### src/rtl/uart_carregador_instrucoes_if.sv
// Write port from the UART program loader into instruction memory.
// mem_we is a one-cycle valid with no ready: the memory accepts every strobe, and
// mem_end/mem_dado are meaningful only while mem_we=1 (they hold otherwise).
interface uart_carregador_instrucoes_if;
    logic        mem_we;
    logic [31:0] mem_end;
    logic [31:0] mem_dado;

    modport master (output mem_we, mem_end, mem_dado);
    modport slave  (input  mem_we, mem_end, mem_dado);
endinterface

### src/rtl/uart_carregador_instrucoes.sv
// 8N1 UART receiver feeding a loader that writes a word-count-prefixed, big-endian
// program image into instruction memory, holding the CPU stalled until it is done.
module uart_carregador_instrucoes #(
    parameter int unsigned CLKS_PER_BIT = 434,
    parameter logic [31:0] END_BASE     = 32'd0
) (
    input  logic                                clock,
    input  logic                                reset,
    input  logic                                rx,
    uart_carregador_instrucoes_if.master        mem,
    output logic                                cpu_parada,
    output logic                                concluido,
    output logic                                erro_quadro,
    output logic [15:0]                         palavras_recebidas,
    output logic [1:0]                          estado_rx_dbg,
    output logic [2:0]                          estado_carga_dbg
);

    localparam int unsigned CW = $clog2(CLKS_PER_BIT + 1);
    localparam logic [CW-1:0] MEIO   = CW'(CLKS_PER_BIT / 2 - 1);
    localparam logic [CW-1:0] ULTIMO = CW'(CLKS_PER_BIT - 1);

    typedef enum logic [1:0] {
        OCIOSO = 2'd0,
        INICIO = 2'd1,
        DADOS  = 2'd2,
        PARADA = 2'd3
    } estado_rx_t;

    typedef enum logic [2:0] {
        CAB_ALTO  = 3'd0,
        CAB_BAIXO = 3'd1,
        PALAVRA   = 3'd2,
        CONCLUIDO = 3'd3,
        ERRO      = 3'd4
    } estado_carga_t;

    // rx is asynchronous to clock; idle level is high so the synchronizer resets to 1
    logic rx_meta;
    logic rx_sync;

    always_ff @(posedge clock) begin
        if (reset) begin
            rx_meta <= 1'b1;
            rx_sync <= 1'b1;
        end else begin
            rx_meta <= rx;
            rx_sync <= rx_meta;
        end
    end

    estado_rx_t      estado_rx;
    logic [CW-1:0]   cnt;
    logic [2:0]      bit_idx;
    logic [7:0]      byte_rx;
    logic            byte_ok;
    logic            erro_byte;

    always_ff @(posedge clock) begin
        if (reset) begin
            estado_rx <= OCIOSO;
            cnt       <= '0;
            bit_idx   <= '0;
            byte_rx   <= '0;
            byte_ok   <= 1'b0;
            erro_byte <= 1'b0;
        end else begin
            byte_ok   <= 1'b0;
            erro_byte <= 1'b0;
            case (estado_rx)
                OCIOSO: begin
                    cnt <= '0;
                    if (!rx_sync) begin
                        estado_rx <= INICIO;
                    end
                end
                INICIO: begin
                    // Start bit must still be low at mid-bit, otherwise it was a glitch
                    if (cnt == MEIO) begin
                        cnt       <= '0;
                        bit_idx   <= '0;
                        estado_rx <= rx_sync ? OCIOSO : DADOS;
                    end else begin
                        cnt <= cnt + 1'b1;
                    end
                end
                DADOS: begin
                    if (cnt == ULTIMO) begin
                        cnt     <= '0;
                        byte_rx <= {rx_sync, byte_rx[7:1]};
                        bit_idx <= bit_idx + 1'b1;
                        if (bit_idx == 3'd7) begin
                            estado_rx <= PARADA;
                        end
                    end else begin
                        cnt <= cnt + 1'b1;
                    end
                end
                PARADA: begin
                    if (cnt == ULTIMO) begin
                        cnt       <= '0;
                        byte_ok   <= rx_sync;
                        erro_byte <= !rx_sync;
                        estado_rx <= OCIOSO;
                    end else begin
                        cnt <= cnt + 1'b1;
                    end
                end
                default: estado_rx <= OCIOSO;
            endcase
        end
    end

    estado_carga_t estado_carga;
    logic [15:0]   n_total;
    logic [1:0]    k;
    logic [23:0]   parcial;

    always_ff @(posedge clock) begin
        if (reset) begin
            estado_carga       <= CAB_ALTO;
            n_total            <= '0;
            k                  <= '0;
            parcial            <= '0;
            mem.mem_we         <= 1'b0;
            mem.mem_end        <= END_BASE;
            mem.mem_dado       <= '0;
            cpu_parada         <= 1'b1;
            concluido          <= 1'b0;
            erro_quadro        <= 1'b0;
            palavras_recebidas <= '0;
        end else begin
            mem.mem_we <= 1'b0;
            case (estado_carga)
                CAB_ALTO: begin
                    if (erro_byte) begin
                        estado_carga <= ERRO;
                        erro_quadro  <= 1'b1;
                    end else if (byte_ok) begin
                        n_total[15:8] <= byte_rx;
                        estado_carga  <= CAB_BAIXO;
                    end
                end
                CAB_BAIXO: begin
                    if (erro_byte) begin
                        estado_carga <= ERRO;
                        erro_quadro  <= 1'b1;
                    end else if (byte_ok) begin
                        n_total[7:0] <= byte_rx;
                        k            <= '0;
                        if ({n_total[15:8], byte_rx} == 16'd0) begin
                            estado_carga <= CONCLUIDO;
                            concluido    <= 1'b1;
                            cpu_parada   <= 1'b0;
                        end else begin
                            estado_carga <= PALAVRA;
                        end
                    end
                end
                PALAVRA: begin
                    if (mem.mem_we) begin
                        // Bookkeeping for the word just strobed; bytes cannot arrive this soon
                        mem.mem_end        <= mem.mem_end + 32'd4;
                        palavras_recebidas <= palavras_recebidas + 16'd1;
                        if (palavras_recebidas + 16'd1 == n_total) begin
                            estado_carga <= CONCLUIDO;
                            concluido    <= 1'b1;
                            cpu_parada   <= 1'b0;
                        end
                    end else if (erro_byte) begin
                        estado_carga <= ERRO;
                        erro_quadro  <= 1'b1;
                        parcial      <= '0;
                        k            <= '0;
                    end else if (byte_ok) begin
                        k <= k + 1'b1;
                        if (k == 2'd3) begin
                            mem.mem_we   <= 1'b1;
                            mem.mem_dado <= {parcial, byte_rx};
                        end else begin
                            parcial <= {parcial[15:0], byte_rx};
                        end
                    end
                end
                CONCLUIDO: begin
                    concluido  <= 1'b1;
                    cpu_parada <= 1'b0;
                end
                ERRO: begin
                    cpu_parada <= 1'b1;
                end
                default: estado_carga <= CAB_ALTO;
            endcase
        end
    end

    assign estado_rx_dbg    = estado_rx;
    assign estado_carga_dbg = estado_carga;

endmodule
### src/flat_wrapper.sv
// flat-port wrapper written by rule: the top's interface ports become plain ports
module uart_carregador_instrucoes_flat 
#(
    parameter int unsigned CLKS_PER_BIT = 434,
    parameter logic [31:0] END_BASE     = 32'd0
)
  (clock, reset, rx, cpu_parada, concluido, erro_quadro, palavras_recebidas, estado_rx_dbg, estado_carga_dbg, mem_mem_we, mem_mem_end, mem_mem_dado);
  uart_carregador_instrucoes_if mem_i ();
  input  logic clock;
  input  logic reset;
  input  logic rx;
  output logic cpu_parada;
  output logic concluido;
  output logic erro_quadro;
  output logic [15:0] palavras_recebidas;
  output logic [1:0] estado_rx_dbg;
  output logic [2:0] estado_carga_dbg;
  output wire logic [$bits(mem_i.mem_we)-1:0] mem_mem_we;
  output wire logic [$bits(mem_i.mem_end)-1:0] mem_mem_end;
  output wire logic [$bits(mem_i.mem_dado)-1:0] mem_mem_dado;
  assign mem_mem_we = mem_i.mem_we;
  assign mem_mem_end = mem_i.mem_end;
  assign mem_mem_dado = mem_i.mem_dado;
  uart_carregador_instrucoes #(.CLKS_PER_BIT(CLKS_PER_BIT), .END_BASE(END_BASE)) u_core (.clock(clock), .reset(reset), .rx(rx), .mem(mem_i), .cpu_parada(cpu_parada), .concluido(concluido), .erro_quadro(erro_quadro), .palavras_recebidas(palavras_recebidas), .estado_rx_dbg(estado_rx_dbg), .estado_carga_dbg(estado_carga_dbg));
endmodule
### config.mk
export PLATFORM = sky130hd
export DESIGN_NAME = uart_carregador_instrucoes_flat
export DESIGN_NICKNAME = d
export VERILOG_FILES = /design/src/rtl/uart_carregador_instrucoes_if.sv /design/src/rtl/uart_carregador_instrucoes.sv /design/src/flat_wrapper.sv
export SDC_FILE = /design/constraint.sdc
export NUM_CORES = 1
export LEC_CHECK = 0
export ABC_CLOCK_PERIOD_IN_PS = 3410
export CAP_MARGIN = 20
export CORE_MARGIN = 4
export CORE_UTILIZATION = 55
export DETAILED_ROUTE_END_ITERATION = 7
export PLACE_DENSITY = 0.78
export SLEW_MARGIN = 40
export SYNTH_ARGS = -nofsm -noshare
export SYNTH_HDL_FRONTEND = slang
export SYNTH_SLANG_ARGS = --single-unit
### constraint.sdc
create_clock -name clock -period 3.41 [get_ports clock]
set_clock_uncertainty 0.1 [all_clocks]
set_input_delay 0.5115 -clock clock [delete_from_list [all_inputs] [get_ports clock]]
set_output_delay 0.5115 -clock clock [all_outputs]
set_load 0.01 [all_outputs]
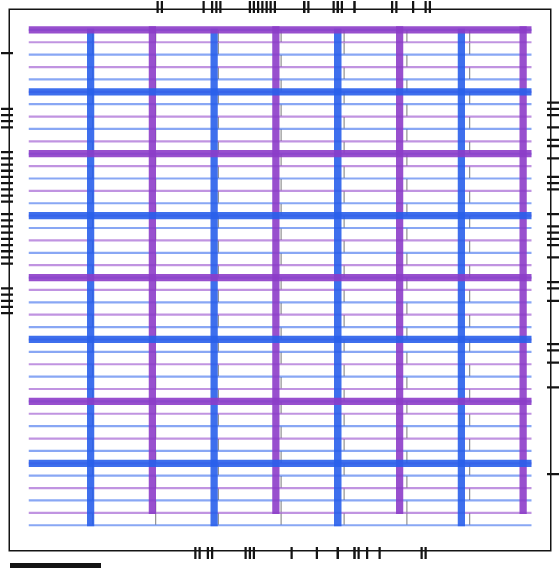
Run 1: floorplan with the power grid
Scale bar: 20 um. Pins as bars on the die edge. Tap cells in grey.
Key: blue = VSS; purple = VDD
The core has 40 rows. 92 signal pins sit on the boundary. 41 met1 rails follow the rows.
core area: 12000 um2
overall die width: 119 um
Max VDD drop: 294 uV
Die Y: 119 um

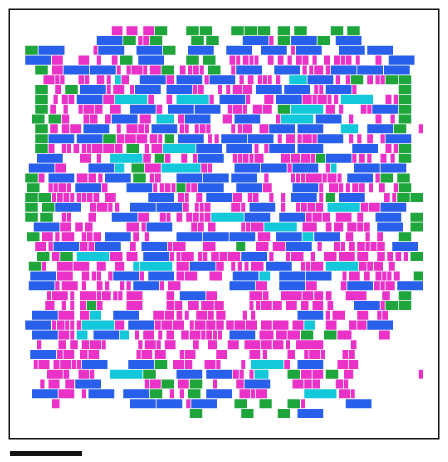
Run 1: placement by cell class
Scale bar: 20 um.
Key: magenta = all other logic [cells 583]; green = other buffers and delay cells [cells 96]; blue = flip-flops [cells 153]; cyan = clock drivers and dummy loads [cells 32]

==> flow_summary.toml, run 1 <==
# yosys + openroad results
[worst_setup_path]
critPathSlowestCell = "dfxtp_1"
worstSetupStartpoint = "u_core.palavras_recebidas[0]"
cp-start-kind = "register"
required_ns = 3.62
worstPathCellList = "ha_1 -> and4_1 -> nand4_1 -> xnor2_1 -> or4_4 -> o31a_2 -> a211o_1"
path_class = "register to register"
reg2reg_from = "u_core.palavras_recebidas[0]"
cp-end-kind = "register"
cp_top_family = "simple AND/OR/NAND/NOR gates"
reg2reg_to = "u_core.cpu_parada"
max_stage_delay_ns = 0.54

[timing]
hold_ws_ns = 0.321
slew_viol_final = 0
hold_viol_final = 0
finalCritPeriodShare_pct = 79.5
setup_violations = 0
fmax_mhz = 369

[logic_synthesis]
syn_area_um2 = 6730
simple_gate_area_share_pct = 24.6
ys_sh_mux_pct = 2.99
synth_flops = 153
top_area_cell = "dfxtp_1"
ys_top_logic_family = "simple AND/OR/NAND/NOR gates"
top_area_share_pct = 45.5
ys_async_sr_fraction_pct = 0
flop_cell = "dfxtp_1"
xor_area_share_pct = 8.44
aoi_share_pct = 11.6
syn_avg_cell_area_um2 = 8.54
synthTopCellsByCount = "dfxtp_1, nand2_1, nor2_1, a21oi_1, clkbuf_1"
ys_types = 63
ys_seq_share_pct = 45.5

[cells_and_area]
final_area_um2 = 8210
seq_share_pct = 37.3
area_share_nonclk_buffers_pct = 11.5
comb_share_pct = 41.2
nNonClkInverters = 15
buffers = 96
final_cell_count_no_fill = 1011
clk_share_pct = 7.09
drive_above_1_share_pct = 6.83
largest_cell_class = "logic gates"
fin_util_pct = 68.3

[grt]
grt_pass1_wl_um = 26300
grt_use_total_pct = 22.7
met3_usage_pct = 6.12
grt_pass1_vias = 5462

[hold_path]
holdCritStartpoint = "u_core.rx_meta"
hold_path_depth = 1

[power_and_ir_drop]
p_int_mw = 2.88
swShare_pct = 22.0
power_mw = 3.69
p_sw_mw = 0.812
pg_seq_mw = 1.80
power.static_leakage_nw = 2.86

[job]
warnings = 32

[cts]
cts.path.max_buffers = 2
htree_levels = 4
cts_resized = 0
cts_root_buf = "clkbuf_16"
cts_sinks = 153

[placed_design]
postPlaceCellArea_um2 = 7620
numPortBuffers = 89
placed_cells = 979

[floorplan]
row_count = 40
die_area_um2 = 14100
tapCellCount = 147
fp_util_pct = 56.0

[route]
ant_nets = 0
routedWlPerCell_um = 15.6
drt-met1-wl_um = 7260
wl_met2_um = 7520
via_per_inst = 5.64
wl_um = 15800

[run_status]
outcome = "complete, no violations"
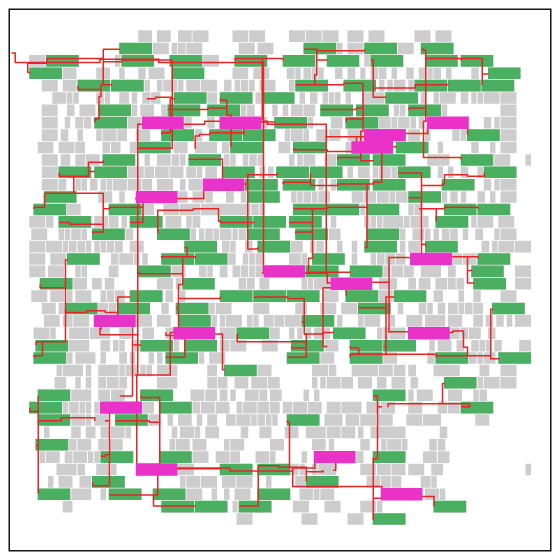
Run 1: routed clock nets over the placement
Key: red = clock wires [length 1740 um]; green = flip-flops [count 153]; magenta = cells driving clock nets [count 17]
Position of the flops: spread over the die. There are 18 routed clock nets.
latest clock arrival within the worst-skew pair: 0.42 ns
Clock power frac: 49.5%
Power Clock: 1.83 mW

run 1: cell families after synthesis:
| kind of cell | Yosys count |
|---|---|
| buffers and inverters | 68 |
| xor gates and xnor gates | 64 |
| muxes | 20 |
| and+or+nand+nor | 343 |
| DFF | 153 |
| other | 1 |
| AOI/OAI and AO/OA | 126 |
| adders and majority gates | 13 |
run 1: sequential cells by signal, summed over array words and instances (netlist names), 3 cells and up, named ones only:
| signal | flops |
|---|---|
| u_core.palavras_recebidas | 16 |
| u_core.bit_idx | 3 |
| u_core.n_total | 16 |
| u_core.estado_carga_dbg | 3 |
| u_core.parcial | 24 |
| u_core.mem.mem_end | 30 |
| u_core.byte_rx | 8 |
| u_core.cnt | 9 |
| u_core.mem.mem_dado | 32 |
## Run 2: what changed since run 1
--- a/config.mk
+++ b/config.mk
@@ -5,7 +5,7 @@
 export SDC_FILE = /design/constraint.sdc
 export NUM_CORES = 1
 export LEC_CHECK = 0
-export ABC_CLOCK_PERIOD_IN_PS = 3410
+export ABC_CLOCK_PERIOD_IN_PS = 2600
 export CAP_MARGIN = 20
 export CORE_MARGIN = 4
 export CORE_UTILIZATION = 55
==> constraint.sdc (replaced) <==
create_clock -name clock -period 2.6 [get_ports clock]
set_clock_uncertainty 0.1 [all_clocks]
set_input_delay 0.39 -clock clock [delete_from_list [all_inputs] [get_ports clock]]
set_output_delay 0.39 -clock clock [all_outputs]
set_load 0.01 [all_outputs]
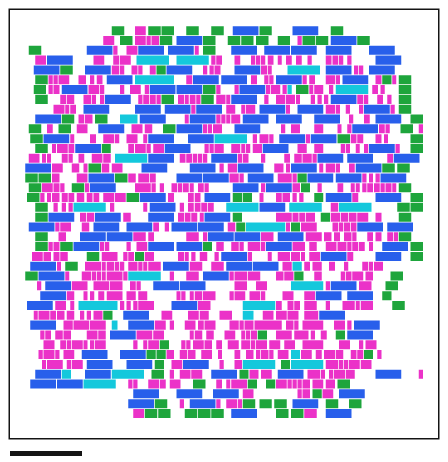
Run 2: placement by cell class
Scale bar: 20 um.
Key: magenta = all other logic [cells 583]; cyan = clock drivers and dummy loads [cells 27]; green = other buffers and delay cells [cells 117]; blue = flip-flops [cells 153]

==> flow_summary.toml, run 2 <==
# yosys + openroad results
[power_and_ir_drop]
swShare_pct = 20.6
p_sw_mw = 1.01
pg_seq_mw = 2.36
p_clk_mw = 2.44
p_comb_mw = 0.0933
power_mw = 4.89
power.static_leakage_nw = 2.95
p_int_mw = 3.88
p_clk_share_pct = 49.9

[logic_synthesis]
synthTopCellsByCount = "dfxtp_1, nand2_1, nor2_1, a21oi_1, clkbuf_1"
ys_warn_count = 0
xor_area_share_pct = 8.44
flop_cell = "dfxtp_1"
topCellsByArea = "dfxtp_1, nand2_1, nor2_1"
simple_gate_area_share_pct = 24.6
aoi_share_pct = 11.6
ys_types = 63
ys_sh_mux_pct = 2.99
ys_async_sr_fraction_pct = 0
ys_seq_share_pct = 45.5
synth_flops = 153
top_area_cell = "dfxtp_1"
syn_avg_cell_area_um2 = 8.54
top_area_share_pct = 45.5
ys_top_logic_family = "simple AND/OR/NAND/NOR gates"

[timing]
fmax_mhz = 405
hold_ws_ns = 0.307
hold_viol_final = 0
setup_violations = 0
finalCritPeriodShare_pct = 95.0
slew_viol_final = 0

[floorplan]
ios = 92
die_area_um2 = 14100
dieHeight_um = 119
row_count = 40
core_area_um2 = 12000
die_x_um = 119
fp_util_pct = 56.0

[placed_design]
placed_cells = 1000
postPlaceCellArea_um2 = 7780
numPortBuffers = 89

[cells_and_area]
final_area_um2 = 8350
fin_util_pct = 69.5
largestRegisters = "u_core.mem.mem_dado (32), u_core.mem.mem_end (30), u_core.parcial (24)"
largest_reg_flops = 32
final_nets = 888
drive_above_1_share_pct = 8.52
largest_register = "u_core.mem.mem_dado"

[cts]
cts_hold_buf = 0
cts_resized = 0
cts.path.max_buffers = 2
cts_sinks = 153
htree_levels = 4
cts_root_buf = "clkbuf_16"
clock.latency.late_pin_ns = 0.42

[route]
drt-met1-wl_um = 7170
wl_met2_um = 7630
ant_nets = 0
via_per_inst = 5.66

[job]
warnings = 32

[worst_setup_path]
path_class = "register to register"
required_ns = 2.81
worstPathCellList = "and4_2 -> nand4_4 -> or4_1 -> a22oi_1 -> o21ai_1 -> a211o_1"
cp_top_family = "simple AND/OR/NAND/NOR gates"
max_stage_delay_ns = 0.55
cp-start-kind = "register"
cp-end-kind = "register"
critPathSlowestCell = "or4_1"

[grt]
grt_pass1_vias = 5561
top_usage_layer = "met2"
grt_use_total_pct = 23.2
met3_usage_pct = 6.84
grt_pass1_wl_um = 26900
grt_overflow_total = 0

[run_status]
outcome = "complete, no violations"
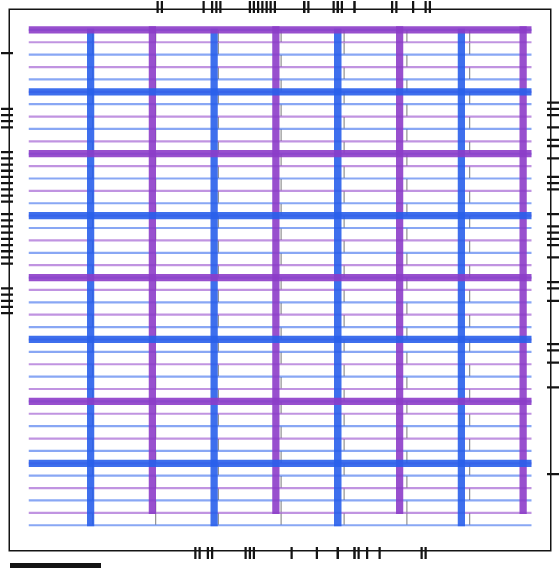
Run 2: floorplan with the power grid
Scale bar: 20 um. Pins as bars on the die edge. Tap cells in grey.
Key: purple = VDD; blue = VSS
8 straps on met5. 92 signal pins sit on the boundary.
Max VDD drop: 523 uV

==> run 2: cell counts after synthesis <==
No cell type changed its count.
==> run 2: path summary, 6_finish.rpt <==
kind | from | slack [ns] | to | depth (start not counted)
setup / recovery | u_core.palavras_recebidas[4] | 0.13 | u_core.cpu_parada | 6
setup reg to reg | u_core.palavras_recebidas[4] | 0.13 | u_core.cpu_parada | 6
hold reg to reg | u_core.rx_meta | 0.31 | u_core.rx_sync | 1
hold / removal | u_core.rx_meta | 0.31 | u_core.rx_sync | 1
==> run 2: layout make-up <==
type / instances / area share [%]
repair buffers: 117 / 13.2
clock inverters: 8 / 1.51
clock buffers: 19 / 5.30
well taps: 147 / 2.20
multi-input cells: 568 / 40.5
inverters: 15 / 0.674
flip-flops and latches: 153 / 36.7
## Run 3: what changed since run 2
--- a/config.mk
+++ b/config.mk
@@ -6,7 +6,7 @@
 export NUM_CORES = 1
 export LEC_CHECK = 0
 export ABC_CLOCK_PERIOD_IN_PS = 2600
-export CAP_MARGIN = 20
+export CAP_MARGIN = 30
 export CORE_MARGIN = 4
 export CORE_UTILIZATION = 55
 export DETAILED_ROUTE_END_ITERATION = 7
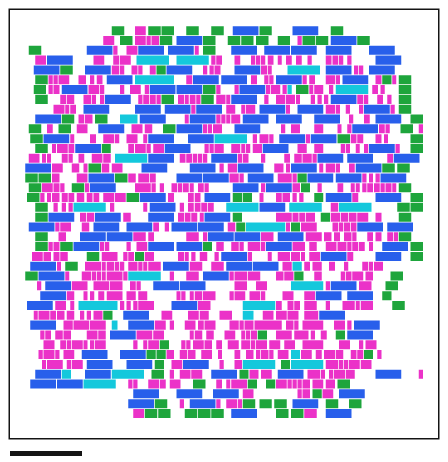
Run 3: placement by cell class
Scale bar: 20 um.
Key: green = other buffers and delay cells [cells 117]; blue = flip-flops [cells 153]; magenta = all other logic [cells 583]; cyan = clock drivers and dummy loads [cells 27]

==> flow_summary.toml, run 3 <==
# yosys + openroad results
[run_status]
outcome = "complete, no violations"

[cells_and_area]
drive_above_1_share_pct = 8.52
final_cell_count_no_fill = 1027
largest_register = "u_core.mem.mem_dado"
final_area_um2 = 8350
largest_reg_flops = 32

[worst_setup_path]
regToRegSetupSlack_ns = 0.13
reg2reg_from = "u_core.palavras_recebidas[4]"
endpoint = "u_core.cpu_parada"
cp-start-kind = "register"
reg2reg_to = "u_core.cpu_parada"
required_ns = 2.81

[timing]
fmax_mhz = 405
finalCritPeriodShare_pct = 95.0
setup_violations = 0

[logic_synthesis]
ys_warn_count = 0
top_area_share_pct = 45.5
ys_sh_mux_pct = 2.99
ys_top_logic_family = "simple AND/OR/NAND/NOR gates"
synth_flops = 153
ys_types = 63
ys_async_sr_fraction_pct = 0
topCellsByArea = "dfxtp_1, nand2_1, nor2_1"
simple_gate_area_share_pct = 24.6
xor_area_share_pct = 8.44
aoi_share_pct = 11.6

[floorplan]
fp_util_pct = 56.0
core_area_um2 = 12000
row_count = 40

[placed_design]
numPortBuffers = 89
postPlaceCellArea_um2 = 7780

[grt]
grt_use_total_pct = 23.2
grt_pass1_vias = 5561

[hold_path]
hold_path_depth = 1
hold_end = "u_core.rx_sync"

[route]
wl_um = 16200
ant_nets = 0
via_per_inst = 5.66

[cts]
htree_levels = 4

[power_and_ir_drop]
power_mw = 4.89
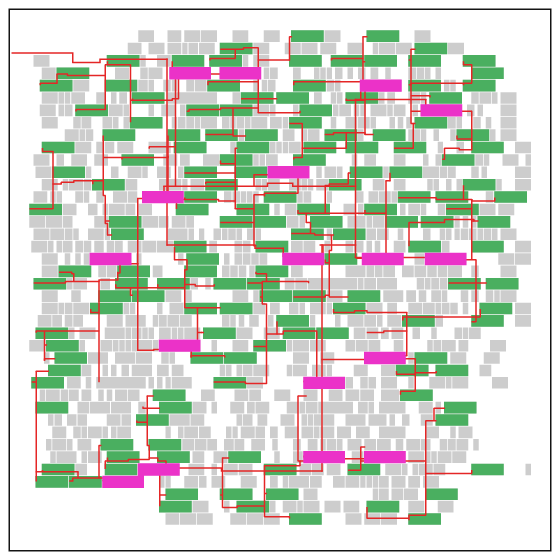
Run 3: routed clock nets over the placement
Key: magenta = cells driving clock nets [count 17]; green = flip-flops [count 153]; red = clock wires [length 1780 um]
Position of the flops: spread over the die. There are 18 routed clock nets.

run 3: layout make-up:
type,count,area [um2]
Clock inverter,8,126
Fill cell,962,3660
Multi-Input combinational cell,568,3380
Sequential cell,153,3060
Inverter,15,56.3
Tap cell,147,184
Clock buffer,19,443
Timing Repair Buffer,117,1100
run 3: per-layer routing:
metal	global-route usage, %	vias up	part of all wire (%)
met3	6.84	26	6.5
met1	29.9	2747	44
li1	-	2854	-
met2	37.2	182	47
met5	0	-	0
met4	8.25	0	2.1
run 3: worst max-delay path, delay by kind of cell (launching register included):
kind | cells | cell delay, ns
AOI/OAI and AO/OA | 3 | 0.67
DFF | 1 | 0.49
and+or+nand+nor | 3 | 1.10
run 3: power by group:
part           internal, mW  switching, mW
Sequential             2.35        0.00597
Combinational        0.0275         0.0658
Clock                  1.50          0.934
Total                  3.88           1.01
Power is estimated from default activity; no workload was simulated.
